### src/rtl/traceback_unit.sv
// Frame-based K=3 survivor memory + traceback; first bit FRAME_LEN+1 cycles after last step accept.
// Backpressure: ready_in low while tracing/emitting; bit_out/frame_last held until bit_ready.
module traceback_unit #(
  parameter int FRAME_LEN = 8,
  parameter int PM_W      = 4
) (
  input  logic            clk,
  input  logic            rst,
  input  logic            valid_in,
  output logic            ready_in,
  input  logic            dec_00,
  input  logic            dec_01,
  input  logic            dec_10,
  input  logic            dec_11,
  input  logic [PM_W-1:0] pm_00,
  input  logic [PM_W-1:0] pm_01,
  input  logic [PM_W-1:0] pm_10,
  input  logic [PM_W-1:0] pm_11,
  output logic            bit_out,
  output logic            bit_valid,
  input  logic            bit_ready,
  output logic            frame_last,
  output logic            busy
);

  localparam int CW = (FRAME_LEN > 2) ? $clog2(FRAME_LEN) : 1;
  localparam logic [CW-1:0] LAST = CW'(FRAME_LEN - 1);

  typedef enum logic [1:0] {COLLECT, TRACE, OUTPUT} state_t;

  state_t              state, state_nxt;
  logic [CW-1:0]       cnt, cnt_nxt;
  logic                ready_nxt, busy_nxt, bit_vld_nxt, bit_out_nxt, last_nxt;
  logic                accept;
  logic [3:0]          dbuf [FRAME_LEN];
  logic [FRAME_LEN-1:0] obuf;
  logic [1:0]          tb_state, best_state;
  logic [PM_W-1:0]     best_pm;

  assign accept = valid_in && ready_in;

  // Strict less-than keeps the lowest-index state on ties.
  always_comb begin
    best_state = 2'd0;
    best_pm    = pm_00;
    if (pm_01 < best_pm) begin best_state = 2'd1; best_pm = pm_01; end
    if (pm_10 < best_pm) begin best_state = 2'd2; best_pm = pm_10; end
    if (pm_11 < best_pm) begin best_state = 2'd3; best_pm = pm_11; end
  end

  always_comb begin
    state_nxt   = state;
    cnt_nxt     = cnt;
    bit_vld_nxt = bit_valid;
    bit_out_nxt = bit_out;
    last_nxt    = frame_last;
    unique case (state)
      COLLECT: begin
        if (accept) begin
          if (cnt == LAST) begin
            state_nxt = TRACE;
            cnt_nxt   = LAST;
          end else begin
            cnt_nxt = cnt + 1'b1;
          end
        end
      end
      TRACE: begin
        if (cnt == '0) state_nxt = OUTPUT;
        else           cnt_nxt   = cnt - 1'b1;
      end
      OUTPUT: begin
        // First OUTPUT cycle loads bit 0, since obuf[0] lands on the last TRACE edge.
        if (!bit_valid) begin
          bit_vld_nxt = 1'b1;
          bit_out_nxt = obuf[0];
          last_nxt    = 1'b0;
        end else if (bit_ready) begin
          if (cnt == LAST) begin
            state_nxt   = COLLECT;
            cnt_nxt     = '0;
            bit_vld_nxt = 1'b0;
            bit_out_nxt = 1'b0;
            last_nxt    = 1'b0;
          end else begin
            cnt_nxt     = cnt + 1'b1;
            bit_out_nxt = obuf[cnt_nxt];
            last_nxt    = (cnt_nxt == LAST);
          end
        end
      end
      default: begin
        state_nxt = COLLECT;
        cnt_nxt   = '0;
      end
    endcase
    ready_nxt = (state_nxt == COLLECT);
    busy_nxt  = !ready_nxt;
  end

  always_ff @(posedge clk) begin
    if (rst) begin
      state      <= COLLECT;
      cnt        <= '0;
      ready_in   <= 1'b1;
      busy       <= 1'b0;
      bit_valid  <= 1'b0;
      bit_out    <= 1'b0;
      frame_last <= 1'b0;
    end else begin
      state      <= state_nxt;
      cnt        <= cnt_nxt;
      ready_in   <= ready_nxt;
      busy       <= busy_nxt;
      bit_valid  <= bit_vld_nxt;
      bit_out    <= bit_out_nxt;
      frame_last <= last_nxt;
    end
  end

  // Decision and decoded-bit storage need no reset; a fresh frame overwrites them.
  always_ff @(posedge clk) begin
    if (accept) begin
      dbuf[cnt] <= {dec_11, dec_10, dec_01, dec_00};
      if (cnt == LAST) tb_state <= best_state;
    end
    if (state == TRACE) begin
      obuf[cnt] <= tb_state[1];
      tb_state  <= {tb_state[0], dbuf[cnt][tb_state]};
    end
  end

endmodule

### config.mk
export PLATFORM = sky130hd
export DESIGN_NAME = traceback_unit
export DESIGN_NICKNAME = d
export VERILOG_FILES = /design/src/rtl/traceback_unit.sv
export SDC_FILE = /design/constraint.sdc
export NUM_CORES = 1
export LEC_CHECK = 0
export ABC_AREA = 1
export CORE_MARGIN = 2
export CORE_UTILIZATION = 40
export CTS_BUF_LIST = sky130_fd_sc_hd__clkbuf_4
export CTS_CLUSTER_DIAMETER = 80
export DETAILED_ROUTE_END_ITERATION = 10
export GPL_TIMING_DRIVEN = 0
export PLACE_DENSITY_LB_ADDON = 0.25
export SYNTH_ARGS = -nofsm -noshare
export SYNTH_HDL_FRONTEND = slang
export SYNTH_SLANG_ARGS = --single-unit
### constraint.sdc
create_clock -name clk -period 2.96 [get_ports clk]
set_input_delay 0.888 -clock clk [delete_from_list [all_inputs] [get_ports clk]]
set_output_delay 0.888 -clock clk [all_outputs]
set_load 0.01 [all_outputs]
**Run 1: met2 routing**

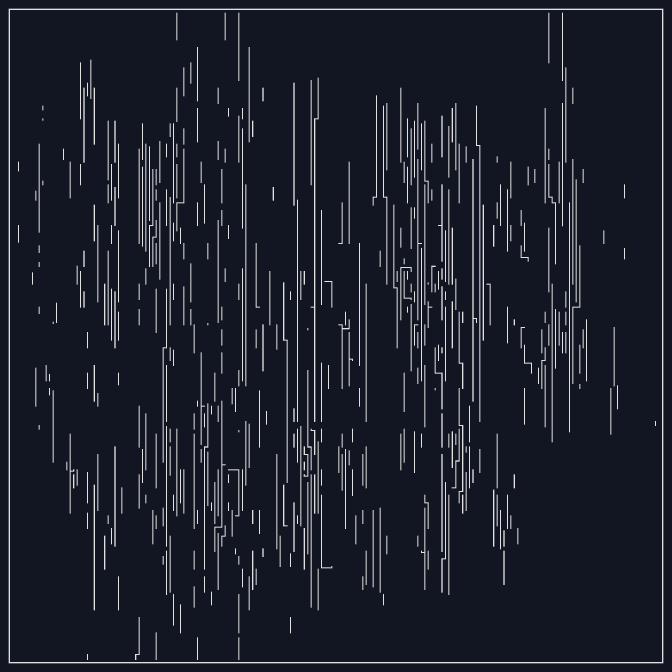
longest straight run: 40.5 um
main direction: vertical
routed vias: 2043
routed wire length: 5.42 mm

**Run 1: routed metal, one color a layer**

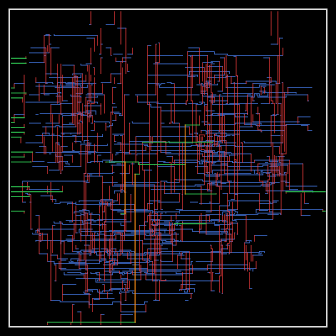
| layer | color | wire length |
|---|---|---|
| M1 | blue | 2700 um |
| M2 | red | 2470 um |
| M4 | orange | 74.1 um |
| M3 | green | 172 um |
GRT Overall Usage: 15.4%
WL/cell: 13.6 um

**Run 1: logic cells by family**

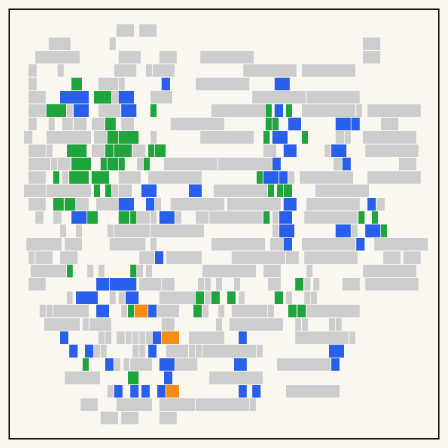
| family | color | cells | most used |
|---|---|---|---|
| non-inverting ao/oa cells | orange | 3 | o21a_1 |
| nand cells | green | 54 | nand2_1 |
| aoi and oai cells | blue | 56 | a21oi_1 |

**Run 1: routing congestion map**

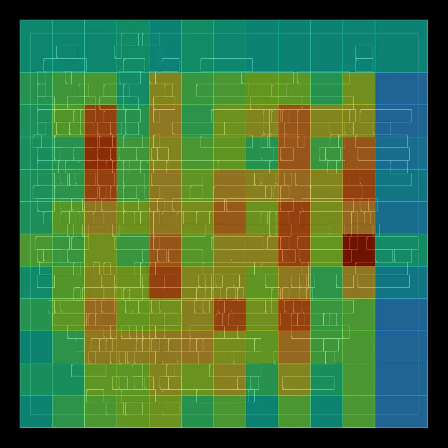
layer carrying the most global-route usage: met2
met2 layer usage reported by global route: 25.2%
met1 routing resource usage after global routing: 20.8%

## run 1: cell usage after synthesis, drive strengths merged, types with 2 or more instances
cell	n
mux2i	4
buf	4
o21a	2
clkbuf	3
a21oi	18
o211ai	6
ha	17
edfxtp	42
o21ai	17
nand2	40
a32oi	4
clkinv	2
a211oi	3
dfxtp	13
o221ai	4
inv	35
nand3	13
nor2	39
## run 1: worst max-delay path by stage
| stage | to | slack, ns |
|---|---|---|
| after floorplan | tb_state[0] | 0.006 |
| after global placement | tb_state[0] | -0.67 |
| after detailed placement | tb_state[0] | -0.72 |
| after CTS | tb_state[0] | 0.006 |
| after global routing | tb_state[0] | 0.0008 |
| final | tb_state[0] | 0.16 |
==> notes.md, run 1 <==
The first-pass GRT wire length was 9.18 mm; the final routed DRC violation total was 0. Across all checked pins, the minimum headroom to the slew limit is 72.1%. For the number of antenna violations at the first check in global routing, the log shows 0.

For this run, the leading register cell type out of synthesis is sky130_fd_sc_hd__edfxtp_1. The tools report the beginning of the worst register-to-register path as cnt[0]. After synthesis, the design contains 273 cells according to Yosys. The gate count of the mapped netlist is 273, and the placed cell area is 0.00320 sq mm.

The library cell used most frequently in the layout, excluding fill and tap cells, is sky130_fd_sc_hd__edfxtp_1. Group drawing the most power: registers. The run gives 0.000942 W as the power in sequential cells. Yosys chip area: 0.00276 sq mm.

Cell internal power was estimated by the tool at 0.00121 W. The pre-CTS setup check shows a worst slack of -0.717 ns. Class of the worst hold path: reg2reg.

The worst min-delay path startpoint is bit_out. After detailed routing, the wire length on met1 is 2.70 mm. IR analysis of the VDD net gives a maximum drop of 214 uV. In the Yosys stats the netlist draws on 33 distinct library cells. The number of OpenROAD warnings is 32, and the static leakage is 1.30 nW. With the area share of the leading cell type in the synthesized netlist at 45.6%, the final weighted congestion in routability-driven placement is 0.778. The run gives 15.0% for the simple-gate share of the synthesized area. Before placement the cells fill 40.9% of the core.

With the measured slew at the worst slew-check pin at 0.419 ns, the number of fill cells is 641. In the placement report, post-DP HPWL is listed as 4.06 mm. The run gives 3.09 ns as the worst endpoint required time.

The biggest fanout along the worst timing path works out to 6. Broken down by cell family, the worst path's largest delay share belongs to adder cells. The largest incremental delay on the critical path is 0.30 ns, and the fraction of area in non-clock buffers is 10.7%. The number of cells traversed by the worst hold path was 2. The repair_antennas step left the layout with diodes totalling 0.

The tools report the placed instance count as 381. The number of endpoints with negative hold slack in the final report came out at 0. The largest register by flop count was dbuf.

After Yosys synthesis, XOR and XNOR cells account for 0% of the synthesized area. TritonCTS built the clock tree. Across the whole layout, storage elements make up 45.5% of the cell area.

The adder-cell share of the synthesized area works out to 7.70%. The register with the most flip-flops in the layout has 32 of them. The design draws 0.00180 W.

Looking at the power breakdown, the clock network takes 18.7% of the total. The worst path needs 2.80 ns of the cycle, external delays included. The number of setup violations in the final report came out at 0. The largest registers in the layout are dbuf x32, obuf x8, cnt x3.

Per the OpenROAD floorplan log, the height of the die is 87.1 um. The worst-skew pair later-pin latency was 0.38 ns. The number of clock sinks came to 55.

The logic area was 0.00117 sq mm; the global-route track usage on met3 was 2.75%. Met2 routed wirelength: 2.47 mm. The run gives 52.3% for the sequential power share. The areal power density over the cells is 538 mW/mm^2. The run gives 34.8% for the logic share of the area. The tools report the worst hold path endpoint as bit_out.

The mean area per synthesized cell works out to 10.1 sq um. The relative area of clock buffers and inverters in the final design is 1.83%, and the depth of the CTS H-tree is 2. Signal routing reaches up to met4. The flow ran to the end, and the final reports show no timing, DRC or antenna violations.

The via count of the first global-routing pass came out at 2018. The clock buffer count came out at 5. Net switching is 32.9% of the power.

With the depth of the worst register-to-register path at 8, the area of the core is 0.00676 sq mm. After routing the design area is 0.00335 sq mm. Synthesis produced a netlist with a net count of 314. The kind of start point of the critical path was an input port.

Per the log, the first TritonRoute iteration ended with a DRC count of 104. The design has 55 sequential cells. The biggest area contributor in the post-synthesis netlist is sky130_fd_sc_hd__edfxtp_1.
==> inputs of run 2 (changes only) <==
==> constraint.sdc (replaced) <==
create_clock -name clk -period 2.96 [get_ports clk]
set_input_delay 0.444 -clock clk [delete_from_list [all_inputs] [get_ports clk]]
set_output_delay 0.444 -clock clk [all_outputs]
set_load 0.01 [all_outputs]
**Run 2: routing congestion map**

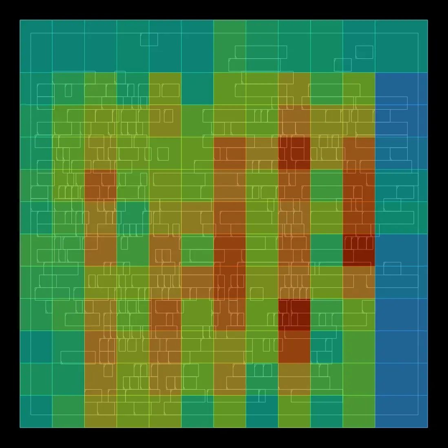
GRT Overall Usage: 15.3%
met2 layer usage reported by global route: 25.1%

**Run 2: cell area per tile**

The die is cut into 9 by 9 equal tiles; white is low, dark blue is high, 0 to 100% covered.
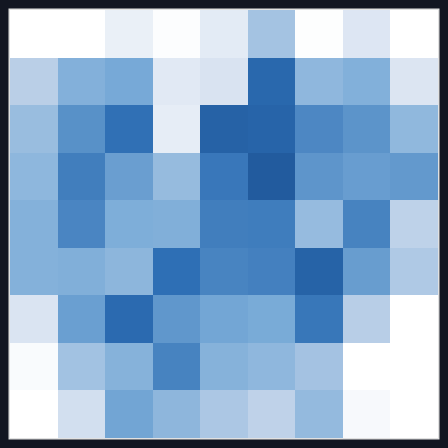
densest ninth of the die: middle
mean over tiles: 41%
emptiest ninth of the die: bottom right
fullest tile: 83%
tiles over 75% full: 7.4%

==> notes.md, run 2 <==
The peak-usage layer in the global routing report is met2. In this run, power in the clock network comes to 0.000312 W. In the final report, the number of hold violations comes to 0.

Leaving out fill and tap cells, the most frequent cell in the layout is sky130_fd_sc_hd__edfxtp_1. Leading cell type by number of instances after synthesis: sky130_fd_sc_hd__edfxtp_1. Signal arrival time at the worst endpoint: 2.92 ns.

In the log, the iteration count for the first detailed-route pass is 5. The number of antenna violations at the first check in global routing is 0, and the area share of the leading cell type in the synthesized netlist is 45.6%. The script extracted a total leakage power of 1.24 nW.

The cell-mix breakdown from Yosys lists the XOR/XNOR area share as 0%. The register with the most flip-flops in the layout has 32 of them. From synthesis to final layout, the design area changed by 17.4%. Per the skew report, the later register of the worst-skew pair sees a clock latency of 0.37 ns. Among all stages on the critical path, the maximum delay recorded is 0.48 ns. Counting instances in the post-synthesis netlist gives the leading cell types as sky130_fd_sc_hd__edfxtp_1, sky130_fd_sc_hd__nor2_1, sky130_fd_sc_hd__inv_1. The run gives 0.000940 W for the power in sequential cells.

For this run, the number of Yosys warnings is 0. The number of warnings reported in the stage logs is 32. The count of max-cap constraint violations was 0; the number of slew-limit violations in the final report was 0.

Per the post-run analysis, buffers plus inverters along the critical path come to 2. The measured slew at the worst slew-check pin works out to 0.419 ns. The tools report the utilization of the core after routing as 48.0%.

For this design, the CTS-stage hold fixing added 0 buffers. Of all power groups, the one with the highest power is registers. The run finished with clean final reports.

Across the VDD grid, the largest voltage drop is 206 uV. The placed instance count was 381; the gate count of the mapped netlist was 273. The main area contributors are sky130_fd_sc_hd__edfxtp_1, sky130_fd_sc_hd__dfxtp_1, sky130_fd_sc_hd__ha_1, sky130_fd_sc_hd__nor2_1, sky130_fd_sc_hd__inv_1. Post-synthesis, Yosys gives the total cell area as 0.00276 sq mm. Entering global routing, the biggest net connects 16 pins. The critical path in the final layout is reported with a setup slack of 0.162 ns. After layout, the design draws a total of 0.00175 W.

For reference, the post-synthesis area per instance comes to 10.1 sq um. The number of fill cells was 644. The simple-gate share of the synthesized area is 15.0%.

Most instantiated flip-flop cell in the synthesis netlist: sky130_fd_sc_hd__edfxtp_1. The worst setup path is captured at a flop. Once placement finished, the instance area stood at 0.00314 sq mm. In this run the critical path is formed by clkdlybuf4s50_1 -> inv_1 -> ha_4 -> a21oi_4 -> nand2_4 -> nand2_2 -> o21ai_2 -> ha_1 -> nand2_1 -> nand2_2 -> nand2_2 -> nand2_4 -> nand2_1 -> o21ai_1 -> ha_1 -> nand2_1 -> nand2_1 -> nand2_1 -> nand2_2 -> o21ai_2. After the last flow step, the layout net total stands at 351. Yosys reports the multiplexer fraction of the synthesized area as 1.45%. The total overflow left after global routing is 0. Nets still carrying antenna violations after routing amount to 0. The effective utilization at floorplan came out at 40.9%. The post-synth count of flops with an enable pin is 42.

In this run, post-CTS repair resized a total of 3 instances. The run gives 72.0% as the worst slew margin relative to its limit. In the final run the clock tree shows a worst skew of 0.0179 ns. Per the detail_route log, met2 wirelength is 2.46 mm. Of all nets on the critical path, the largest fanout is 6.

In this run the horizontal extent of the chip is 87.1 um. The worst setup path endpoint is tb_state[0]. The number of cell instances after yosys synthesis came out at 273. The first routing iteration left 76 violations. After its last routability iteration, the placer logged a weighted congestion of 0.804.

The first-pass GRT wire length came out at 9.03 mm. The tools report the clock sink count as 55. STA on the placed design reports a worst setup slack of -0.460 ns. The via count of the first global-routing pass was 1988.

The min-delay analysis places its worst path in the category reg2reg. Summing every instance area after synthesis gives 0.00276 sq mm. For the total clock buffers created by CTS, the log shows 5. With the depth of the worst register-to-register path at 8, the HPWL after detailed placement is 3.98 mm. The beginning of the worst register-to-register path was cnt[0]. For the internal power consumption, the log shows 0.00120 W. The synthesized netlist devotes 14.5% of its cell area to compound gates. The count of buffers from port buffering was 28; the die outline area was 0.00759 sq mm. For the area of the core, the log shows 0.00676 sq mm. CTS built an H-tree with a depth of 2. The global routing usage on met1 is 19.7%.

The switching share of power came out at 31.7%. The script computed a power per unit cell area of 540 mW/mm^2. Among cell families on the critical path, the largest total delay comes from adder cells. In this run the power spent charging and discharging nets is 0.000556 W.

Leaving out filler cells and counting taps, the final layout contains 391. Summing over every cut layer, the via total after detailed routing is 1969. For reference, the placement row count at floorplan is 30. Summed over all layers, the routed wires come to 5.34 mm. Largest register by flop count: dbuf. Kind of start point of the critical path: an input port. The clock period could shrink to 2.80 ns. The run gives 0 as the final routed DRC violation total. For the total inserted antenna cells, the log shows 0. TritonCTS built the clock tree.

Synthesis inferred 55 register bits. The clock passes through at most 2 buffers. Per the synthesis report, the adder-cell share of the synthesized area is 7.70%. Wire segments on met3 add up to 174 um in the final route. In the final layout, the registers with the most flip-flops are dbuf x32, obuf x8, cnt x3. At floorplan, the net count of the design was reported as 314.

The finished cells cover 0.00325 sq mm. The power report attributes to the combinational group a share of 28.5%. The overall die height is 87.1 um, and the routed length on met1 is 2.60 mm. In the Yosys stats the netlist draws on 33 distinct library cells.

Routed signal wires occupy layers up through met4. In the global route stage, met3 resource usage came out at 3.22%. Type of the worst setup path: in2reg.

The last timing report of the flow puts the setup violation total at 0. According to the timing report, the critical path is launched from pm_00[3]. The worst endpoint required time was 3.08 ns. sky130_fd_sc_hd__edfxtp_1 takes more of the synthesized area than any other cell. The cell depth of the worst setup path was 20; the portion of the clock cycle consumed by the worst path in the final layout was 94.5%. The script logs the mean routed wire length per placed instance as 13.7 um. The most critical hold endpoint after final layout shows a slack of 0.547 ns. Of the total power, registers draw 53.6%. Per the cell usage report, the commonest logic cells after layout are sky130_fd_sc_hd__edfxtp_1, sky130_fd_sc_hd__nor2_1, sky130_fd_sc_hd__inv_1. The clock network burns 17.8% of the power.
run 2: cell counts after synthesis:
No cell type changed its count.
run 2: worst min-delay path by stage:
stage                     startpoint         end  slack (ns)  cells after the start
final                        bit_out     bit_out        0.55                      2
after global routing         bit_out     bit_out        0.59                      2
after CTS                    bit_out     bit_out        0.55                      2
after detailed placement  frame_last  frame_last        0.53                      2
after global placement       bit_out     bit_out        0.53                      2
after floorplan                  rst   bit_valid        0.51                      1
run 2: layout make-up:
class / count / area (sq um) / share of cell area, %
plain buffers: 7 / 33.8 / 1.04
repair buffers: 30 / 295 / 9.10
clock buffers: 6 / 45.0 / 1.39
clock inverters: 2 / 7.51 / 0.231
inverters: 37 / 139 / 4.28
multi-input cells: 174 / 1100 / 34.0
flip-flops and latches: 55 / 1520 / 46.9
well taps: 80 / 100 / 3.08
No activity file was given, so power comes from the tool's default toggle rates.
